--- src/rtl/mac_dot_sched_if.sv ---
// Bundle between the dot-product sequencer and its job source, operand RAMs,
// MAC and result consumer. slave = sequencer side, master = environment side.
interface mac_dot_sched_if #(
  parameter int ACC_W  = 16,
  parameter int ADDR_W = 8,
  parameter int LEN_W  = 8
);
  logic              start;
  logic [LEN_W-1:0]  len;
  logic [ADDR_W-1:0] a_base;
  logic [ADDR_W-1:0] b_base;
  logic              abort;
  logic              busy;
  logic              rd_en;
  logic [ADDR_W-1:0] a_addr;
  logic [ADDR_W-1:0] b_addr;
  logic              mac_clr;
  logic              mac_en;
  logic [ACC_W-1:0]  mac_acc;
  logic [ACC_W-1:0]  result;
  logic              result_valid;
  logic              result_ready;

  modport slave (
    input  start, len, a_base, b_base, abort, mac_acc, result_ready,
    output busy, rd_en, a_addr, b_addr, mac_clr, mac_en, result, result_valid
  );

  modport master (
    output start, len, a_base, b_base, abort, mac_acc, result_ready,
    input  busy, rd_en, a_addr, b_addr, mac_clr, mac_en, result, result_valid
  );
endinterface

--- src/rtl/mac_dot_sched.sv ---
// Dot-product job sequencer: streams operand reads, strobes the MAC in step
// with read-data arrival and returns the captured accumulation.
module mac_dot_sched #(
  parameter int DATA_W = 8,
  parameter int ACC_W  = 16,
  parameter int ADDR_W = 8,
  parameter int LEN_W  = 8
) (
  input  logic             clk,
  input  logic             rst,
  mac_dot_sched_if.slave   bus,
  output logic [2:0]       state_dbg
);

  if (ACC_W < DATA_W) begin : g_bad_width
    $error("ACC_W must be at least DATA_W");
  end

  typedef enum logic [2:0] {
    IDLE  = 3'd0,
    CLEAR = 3'd1,
    RUN   = 3'd2,
    DRAIN = 3'd3,
    DONE  = 3'd4
  } state_t;

  state_t            state;
  logic [LEN_W-1:0]  len_q;
  logic [LEN_W-1:0]  cnt;
  logic              busy_q;
  logic              rd_en_q;
  logic [ADDR_W-1:0] a_addr_q;
  logic [ADDR_W-1:0] b_addr_q;
  logic              mac_clr_q;
  logic              mac_en_q;
  logic [ACC_W-1:0]  result_q;
  logic              result_valid_q;

  // Handshake: start is a request sampled only in IDLE (no queuing). result is
  // offered while result_valid is high and held stable until an edge with
  // result_ready high, which completes the transfer; abort cancels without one.
  always_ff @(posedge clk) begin
    if (rst) begin
      state          <= IDLE;
      len_q          <= '0;
      cnt            <= '0;
      busy_q         <= 1'b0;
      rd_en_q        <= 1'b0;
      a_addr_q       <= '0;
      b_addr_q       <= '0;
      mac_clr_q      <= 1'b0;
      mac_en_q       <= 1'b0;
      result_q       <= '0;
      result_valid_q <= 1'b0;
    end else if (bus.abort && state != IDLE) begin
      state          <= IDLE;
      busy_q         <= 1'b0;
      rd_en_q        <= 1'b0;
      mac_clr_q      <= 1'b0;
      mac_en_q       <= 1'b0;
      result_valid_q <= 1'b0;
    end else begin
      case (state)
        IDLE: begin
          if (bus.start) begin
            state     <= CLEAR;
            len_q     <= bus.len;
            cnt       <= '0;
            busy_q    <= 1'b1;
            mac_clr_q <= 1'b1;
            rd_en_q   <= (bus.len != '0);
            a_addr_q  <= bus.a_base;
            b_addr_q  <= bus.b_base;
          end
        end
        CLEAR: begin
          mac_clr_q <= 1'b0;
          if (len_q != '0) begin
            state    <= RUN;
            cnt      <= LEN_W'(1);
            mac_en_q <= 1'b1;
            rd_en_q  <= (len_q > LEN_W'(1));
            a_addr_q <= a_addr_q + ADDR_W'(1);
            b_addr_q <= b_addr_q + ADDR_W'(1);
          end else begin
            state   <= DRAIN;
            rd_en_q <= 1'b0;
          end
        end
        RUN: begin
          // cnt counts RUN cycles; read data lags addresses by one cycle, so the
          // last RUN cycle consumes data without issuing a new read.
          if (cnt == len_q) begin
            state    <= DRAIN;
            mac_en_q <= 1'b0;
            rd_en_q  <= 1'b0;
          end else begin
            cnt      <= cnt + LEN_W'(1);
            mac_en_q <= 1'b1;
            rd_en_q  <= ((cnt + LEN_W'(1)) < len_q);
            a_addr_q <= a_addr_q + ADDR_W'(1);
            b_addr_q <= b_addr_q + ADDR_W'(1);
          end
        end
        DRAIN: begin
          state          <= DONE;
          result_q       <= bus.mac_acc;
          result_valid_q <= 1'b1;
        end
        DONE: begin
          if (bus.result_ready) begin
            state          <= IDLE;
            busy_q         <= 1'b0;
            result_valid_q <= 1'b0;
          end
        end
        default: begin
          state          <= IDLE;
          busy_q         <= 1'b0;
          rd_en_q        <= 1'b0;
          mac_clr_q      <= 1'b0;
          mac_en_q       <= 1'b0;
          result_valid_q <= 1'b0;
        end
      endcase
    end
  end

  assign bus.busy         = busy_q;
  assign bus.rd_en        = rd_en_q;
  assign bus.a_addr       = a_addr_q;
  assign bus.b_addr       = b_addr_q;
  assign bus.mac_clr      = mac_clr_q;
  assign bus.mac_en       = mac_en_q;
  assign bus.result       = result_q;
  assign bus.result_valid = result_valid_q;
  assign state_dbg        = state;

endmodule

--- src/flat_wrapper.sv ---
// flat-port wrapper written by rule: the top's interface ports become plain ports
module mac_dot_sched_flat 
#(
  parameter int DATA_W = 8,
  parameter int ACC_W  = 16,
  parameter int ADDR_W = 8,
  parameter int LEN_W  = 8
)
  (clk, rst, state_dbg, bus_start, bus_len, bus_a_base, bus_b_base, bus_abort, bus_mac_acc, bus_result_ready, bus_busy, bus_rd_en, bus_a_addr, bus_b_addr, bus_mac_clr, bus_mac_en, bus_result, bus_result_valid);
  mac_dot_sched_if #(.ACC_W(ACC_W), .ADDR_W(ADDR_W), .LEN_W(LEN_W)) bus_i ();
  input  logic clk;
  input  logic rst;
  output logic [2:0] state_dbg;
  input wire logic [$bits(bus_i.start)-1:0] bus_start;
  input wire logic [$bits(bus_i.len)-1:0] bus_len;
  input wire logic [$bits(bus_i.a_base)-1:0] bus_a_base;
  input wire logic [$bits(bus_i.b_base)-1:0] bus_b_base;
  input wire logic [$bits(bus_i.abort)-1:0] bus_abort;
  input wire logic [$bits(bus_i.mac_acc)-1:0] bus_mac_acc;
  input wire logic [$bits(bus_i.result_ready)-1:0] bus_result_ready;
  output wire logic [$bits(bus_i.busy)-1:0] bus_busy;
  output wire logic [$bits(bus_i.rd_en)-1:0] bus_rd_en;
  output wire logic [$bits(bus_i.a_addr)-1:0] bus_a_addr;
  output wire logic [$bits(bus_i.b_addr)-1:0] bus_b_addr;
  output wire logic [$bits(bus_i.mac_clr)-1:0] bus_mac_clr;
  output wire logic [$bits(bus_i.mac_en)-1:0] bus_mac_en;
  output wire logic [$bits(bus_i.result)-1:0] bus_result;
  output wire logic [$bits(bus_i.result_valid)-1:0] bus_result_valid;
  assign bus_i.start = bus_start;
  assign bus_i.len = bus_len;
  assign bus_i.a_base = bus_a_base;
  assign bus_i.b_base = bus_b_base;
  assign bus_i.abort = bus_abort;
  assign bus_i.mac_acc = bus_mac_acc;
  assign bus_i.result_ready = bus_result_ready;
  assign bus_busy = bus_i.busy;
  assign bus_rd_en = bus_i.rd_en;
  assign bus_a_addr = bus_i.a_addr;
  assign bus_b_addr = bus_i.b_addr;
  assign bus_mac_clr = bus_i.mac_clr;
  assign bus_mac_en = bus_i.mac_en;
  assign bus_result = bus_i.result;
  assign bus_result_valid = bus_i.result_valid;
  mac_dot_sched #(.DATA_W(DATA_W), .ACC_W(ACC_W), .ADDR_W(ADDR_W), .LEN_W(LEN_W)) u_core (.clk(clk), .rst(rst), .bus(bus_i), .state_dbg(state_dbg));
endmodule
--- config.mk ---
export PLATFORM = sky130hd
export DESIGN_NAME = mac_dot_sched_flat
export DESIGN_NICKNAME = d
export VERILOG_FILES = /design/src/rtl/mac_dot_sched_if.sv /design/src/rtl/mac_dot_sched.sv /design/src/flat_wrapper.sv
export SDC_FILE = /design/constraint.sdc
export NUM_CORES = 1
export LEC_CHECK = 0
export CAP_MARGIN = 20
export CORE_ASPECT_RATIO = 1.25
export CORE_UTILIZATION = 25
export DETAILED_ROUTE_END_ITERATION = 8
export SLEW_MARGIN = 40
export SYNTH_ARGS = -nofsm -noshare
export SYNTH_HDL_FRONTEND = slang
export SYNTH_SLANG_ARGS = --single-unit
--- constraint.sdc ---
create_clock -name clk -period 2.4 [get_ports clk]
set_input_delay 0.24 -clock clk [delete_from_list [all_inputs] [get_ports clk]]
set_output_delay 0.24 -clock clk [all_outputs]
set_load 0.01 [all_outputs]
Fig. 1: run 1, sequential cells grouped by signal name
(2 px per µm) Other sequential cells in the stronger grey, the rest of the logic in the fainter grey.
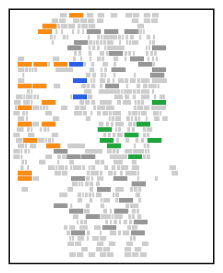
| colour | netlist name | placed flops |
|---|---|---|
| orange | u_core.bus.result | 16 |
| blue | u_core.state_dbg | 3 |
| green | u_core.cnt | 8 |
Flop area: 0.001121 mm²
fraction of area in registers: 26.14%
Seq group: 1.36 mW
final core utilization: 35.43%

Fig. 2: run 1, metal layers overlaid
(2 px per µm)
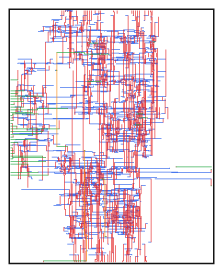
| colour | layer | wire length |
|---|---|---|
| red | metal 2 | 4540 µm |
| orange | metal 4 | 132 µm |
| green | metal 3 | 374 µm |
| blue | metal 1 | 3820 µm |
total wire length: 8864 µm
GRT Util Overall: 14.28%
wire per inst: 13.96 µm

Fig. 3: run 1, clock distribution
(3 px per µm)
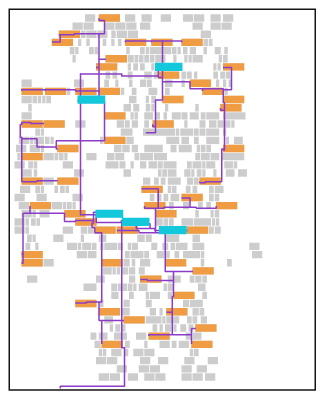
[purple] clock wires | length: 774 µm
[cyan] clock drivers | count: 5
[orange] flip-flops | count: 56
routed clock nets: 6
Clk power: 0.876 mW
clk latency late pin: 0.30 ns
clock share of power: 19.1%

Fig. 4: run 1, signal wires on met3
(2 px per µm) Cells faint in the background.
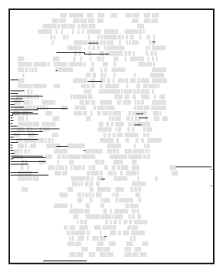
share of all routed wire: 4.2%
longest straight run: 24.1 µm
nets with wire on the layer: 43
main direction: horizontal
wire length on this layer: 374 µm
met3 usage: 3.581%
via count: 3062

==> flow_summary.ini, run 1 <==
; yosys + openroad results
[outcome]
status = completed

[layout]
layout-drive-gt1-share_pct = 8.917
nNonClkBuffers = 95
nNonClkInverters = 14
clock_buffers = 6
seq_cells = 56
syn_to_final_growth_pct = 38.56
fin_area_mm2 = 0.004289
antennaDiodeCount = 0
logic_gate_count = 298
comb_area_share_pct = 42.30
clk_share_pct = 4.142
instances_no_fill = 635
fillers = 1261
logic_area_mm2 = 0.001814

[timing]
rsz0062_at_grt = no
max-slew-margin-rel_pct = 60.22
drv_slew = 0
finalSetupTns_ns = 0
fin_ws_ns = 0.2617

[synthesis]
async_reset_ff_share_pct = 0
syn_area_mm2 = 0.003095
yosysWarningCount = 0
top_cell_area_share_pct = 36.22
ys_cells = 387
ff_type = dfxtp_1
fp_nets = 443
ys_seq_share_pct = 36.22
syn_inst = 387
edf_count = 0
ys_types = 47
yosys_area_mm2 = 0.003095

[cts]
cts_resized = 0
ctsHtreeMaxLevel = 2
ctsHoldBuffers = 0
cts_made_buffers = 5
cts_buffer_depth = 2

[power]
power_mw = 4.599
power.leakage_nw = 1.510
irDropWorstVdd_mv = 0.4196

[job]
maxCapViolCount = 0
warnings = 26

[place]
hpwl_um = 6629
port_buffers = 84
dp.cells = 627
dp_slack_ns = 0.2665
gp_congestion = 0.8054

[floorplanning]
die.size.y_um = 126.4
die_area_mm2 = 0.01283
tap_cells = 164
die_w_um = 101.5
fp_util_pct = 25.57

[setup_path]
critical_path_class = flop to flop
cp-end-kind = flop
start_kind = flop
arrival_ns = 2.34
crit_fanout = 16

[global_route]
grt_pass1_wl_um = 14610
antenna_found_initial = 0
grt_remaining_overflow = 0

[worst_hold_path]
hold_class = primary input to flop

[route]
via_per_inst = 4.822
dr.pass1.iters = 5
[run 1: worst max-delay path, stage by stage, from the launching register on]
cell and delay (ns):
dfxtp_1 0.39, xnor2_1 0.51, nor3_1 0.17, o22ai_2 0.38, nor2_4 0.09, buf_4 0.22, a311oi_1 0.27
[run 1: layer usage]
layer	global-route usage, %	up-vias	wire [µm]
li1	-	1554	-
met1	16.69	1448	3820
met2	25.00	53	4539
met3	3.581	7	373
met4	4.774	0	131
met5	0	-	0
[run 1: cells by family (layout without fill, tap and decap cells)]
| logic type | after synthesis | after routing | synth area share [%] |
|---|---|---|---|
| flops | 56 | 56 | 36.22 |
| compound gates | 116 | 116 | 24.70 |
| buf+inv | 33 | 117 | 5.174 |
| simple gates | 159 | 159 | 26.07 |
| xor+xnor | 12 | 12 | 3.396 |
| fa+ha+maj | 11 | 11 | 4.446 |
[run 1: layout by cell type, fill, tap and decap left out, types with 8 or more instances in the layout]
master,n
a21oi_1,47
a311oi_1,9
a31oi_1,13
buf_4,11
clkdlybuf4s50_1,83
dfxtp_1,56
ha_1,11
inv_1,14
nand2_1,78
nand2b_1,8
nand3_1,15
nor2_1,15
nor3_1,10
o21ai_0,23
xor2_1,9
[run 1: worst paths after layout]
| check | from | end | slack (ns) | cells past startpoint |
|---|---|---|---|---|
| hold / removal | rst | u_core.cnt[1] | 0.40 | 2 |
| setup / recovery | u_core.state_dbg[0] | u_core.bus.b_addr[0] | 0.26 | 6 |
| setup reg to reg | u_core.state_dbg[0] | u_core.bus.b_addr[0] | 0.26 | 6 |
| hold reg to reg | u_core.bus.result[13] | u_core.bus.result[13] | 0.46 | 2 |
[run 1: power by group]
group	internal, mW	total (mW)	switching (mW)
logic	1.03	2.37	1.34
registers	1.12	1.36	0.234
clock network	0.524	0.876	0.353
Fig. 5: run 1, congestion heat map
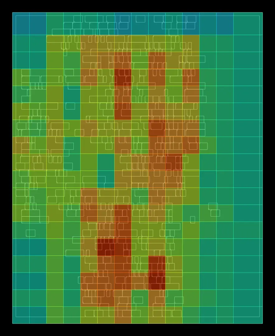

==> run 2: changes to the inputs <==
--- a/config.mk
+++ b/config.mk
@@ -7,9 +7,9 @@
 export LEC_CHECK = 0
 export CAP_MARGIN = 20
 export CORE_ASPECT_RATIO = 1.25
+export CORE_MARGIN = 5
 export CORE_UTILIZATION = 25
 export DETAILED_ROUTE_END_ITERATION = 8
-export SLEW_MARGIN = 40
 export SYNTH_ARGS = -nofsm -noshare
 export SYNTH_HDL_FRONTEND = slang
 export SYNTH_SLANG_ARGS = --single-unit
Fig. 6: run 2, congestion heat map
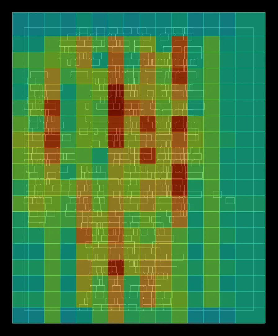
GRT busiest layer: met2
wire per inst: 14.71 µm
GR met1 Demand/Resource: 14.55%

==> run 2 against run 1 <==
Clock skew shrank 0.00069 ns. Routed wire length grew 5.4%. Synthesized area is the same. Critical path type unchanged. Sequential power is essentially flat. Global-route usage shrank 1.5 points.
==> flow_summary.ini, run 2 <==
; yosys + openroad results
[worst_hold_path]
hold_class = flop to flop
holdPathStages = 2
min_to = u_core.bus.result[14]
hold_start = u_core.bus.result[14]

[layout]
syn_to_final_growth_pct = 38.08
layout-drive-gt1-share_pct = 8.705
final_common_cell = clkdlybuf4s50_1
final_cell_mix = 83 x clkdlybuf4s50_1, 78 x nand2_1, 56 x dfxtp_1, 47 x a21oi_1, 23 x o21ai_0

[setup_path]
cp_slowest_stage_delay_ns = 0.72
r2r_slack_ns = 0.27
start_kind = flop
path_cells = or3_4, nor2_8, o22ai_2, nor2_4, buf_12, a311oi_1

[timing]
drv_slew = 0
finalSetupTns_ns = 0
max-slew-margin-rel_pct = 49.53

[global_route]
grt_pass1_wl_um = 15390
grtUsageTotal_pct = 12.79

[floorplanning]
die_w_um = 109.5

[place]
gp_congestion = 0.8358
dp_slack_ns = 0.2941
hpwl_um = 7118
dp.cells = 627
port_buffers = 84

[route]
wl_met2_um = 4898
via_per_inst = 4.882
wirelength_um = 9344

[outcome]
status = completed

[cts]
ctsHoldBuffers = 0
cts_made_buffers = 5
clock_latency_ns = 0.29
ctsHtreeMaxLevel = 2
cts_buffer_depth = 2

[synthesis]
yosysWarningCount = 0
ys_seq_share_pct = 36.22
ys_cells = 387
syn_inst = 387
top_cell_area_share_pct = 36.22
ff_type = dfxtp_1

[job]
warnings = 26

[power]
irDropWorstVdd_mv = 0.4063
run 2: cell count changes in the layout (fill, tap and decap cells not counted):
cell / delta
buf_12: +1
buf_4: -1
bufinv_16: -1
clkbuf_1: +1
clkinv_4: -1
clkinvlp_4: +1
run 2: worst min-delay path, cell delays in order (launching register included):
cell	delay [ns]
dfxtp_1	0.31
nand2_1	0.05
a21oi_1	0.05
run 2: logic make-up after synthesis:
group | after synthesis | share of synthesized area [%]
compound gates | 116 | 24.70
xor+xnor | 12 | 3.396
fa+ha+maj | 11 | 4.446
buf+inv | 33 | 5.174
flops | 56 | 36.22
simple gates | 159 | 26.07
run 2: report_power, final:
group	total [mW]	leakage [nW]	internal, mW	switching, mW
registers	1.37	0.457	1.12	0.242
clock network	0.754	0.0701	0.417	0.337
logic	2.44	0.969	1.08	1.36
total	4.56	1.50	2.62	1.94
run 2: worst max-delay path by stage:
stage                                 endpoint           startpoint  cells after the start
after floorplan               u_core.bus.rd_en        u_core.cnt[0]                      9
after global placement    u_core.bus.a_addr[0]  u_core.state_dbg[2]                      6
after detailed placement  u_core.bus.a_addr[1]  u_core.state_dbg[2]                      6
after CTS                 u_core.bus.a_addr[1]  u_core.state_dbg[2]                      6
after global routing      u_core.bus.a_addr[5]  u_core.state_dbg[2]                      6
final                     u_core.bus.a_addr[0]  u_core.state_dbg[2]                      6
run 2: area by class of cell:
class / count / area [µm²]
fill: 1293 / 7888
multi-input combinational: 298 / 1814
sequential: 56 / 1121
timing repair buffer: 95 / 930.9
tap: 164 / 205.2
clock buffer: 7 / 142.6
inverter: 14 / 52.55
clock inverter: 1 / 7.507
run 2: metal layers:
layer	track usage, %	vias to the layer above
li1	-	1555
met1	14.55	1461
met2	23.08	72
met3	3.370	12
met4	3.673	0
met5	0	-
Power is estimated from default activity; no workload was simulated.
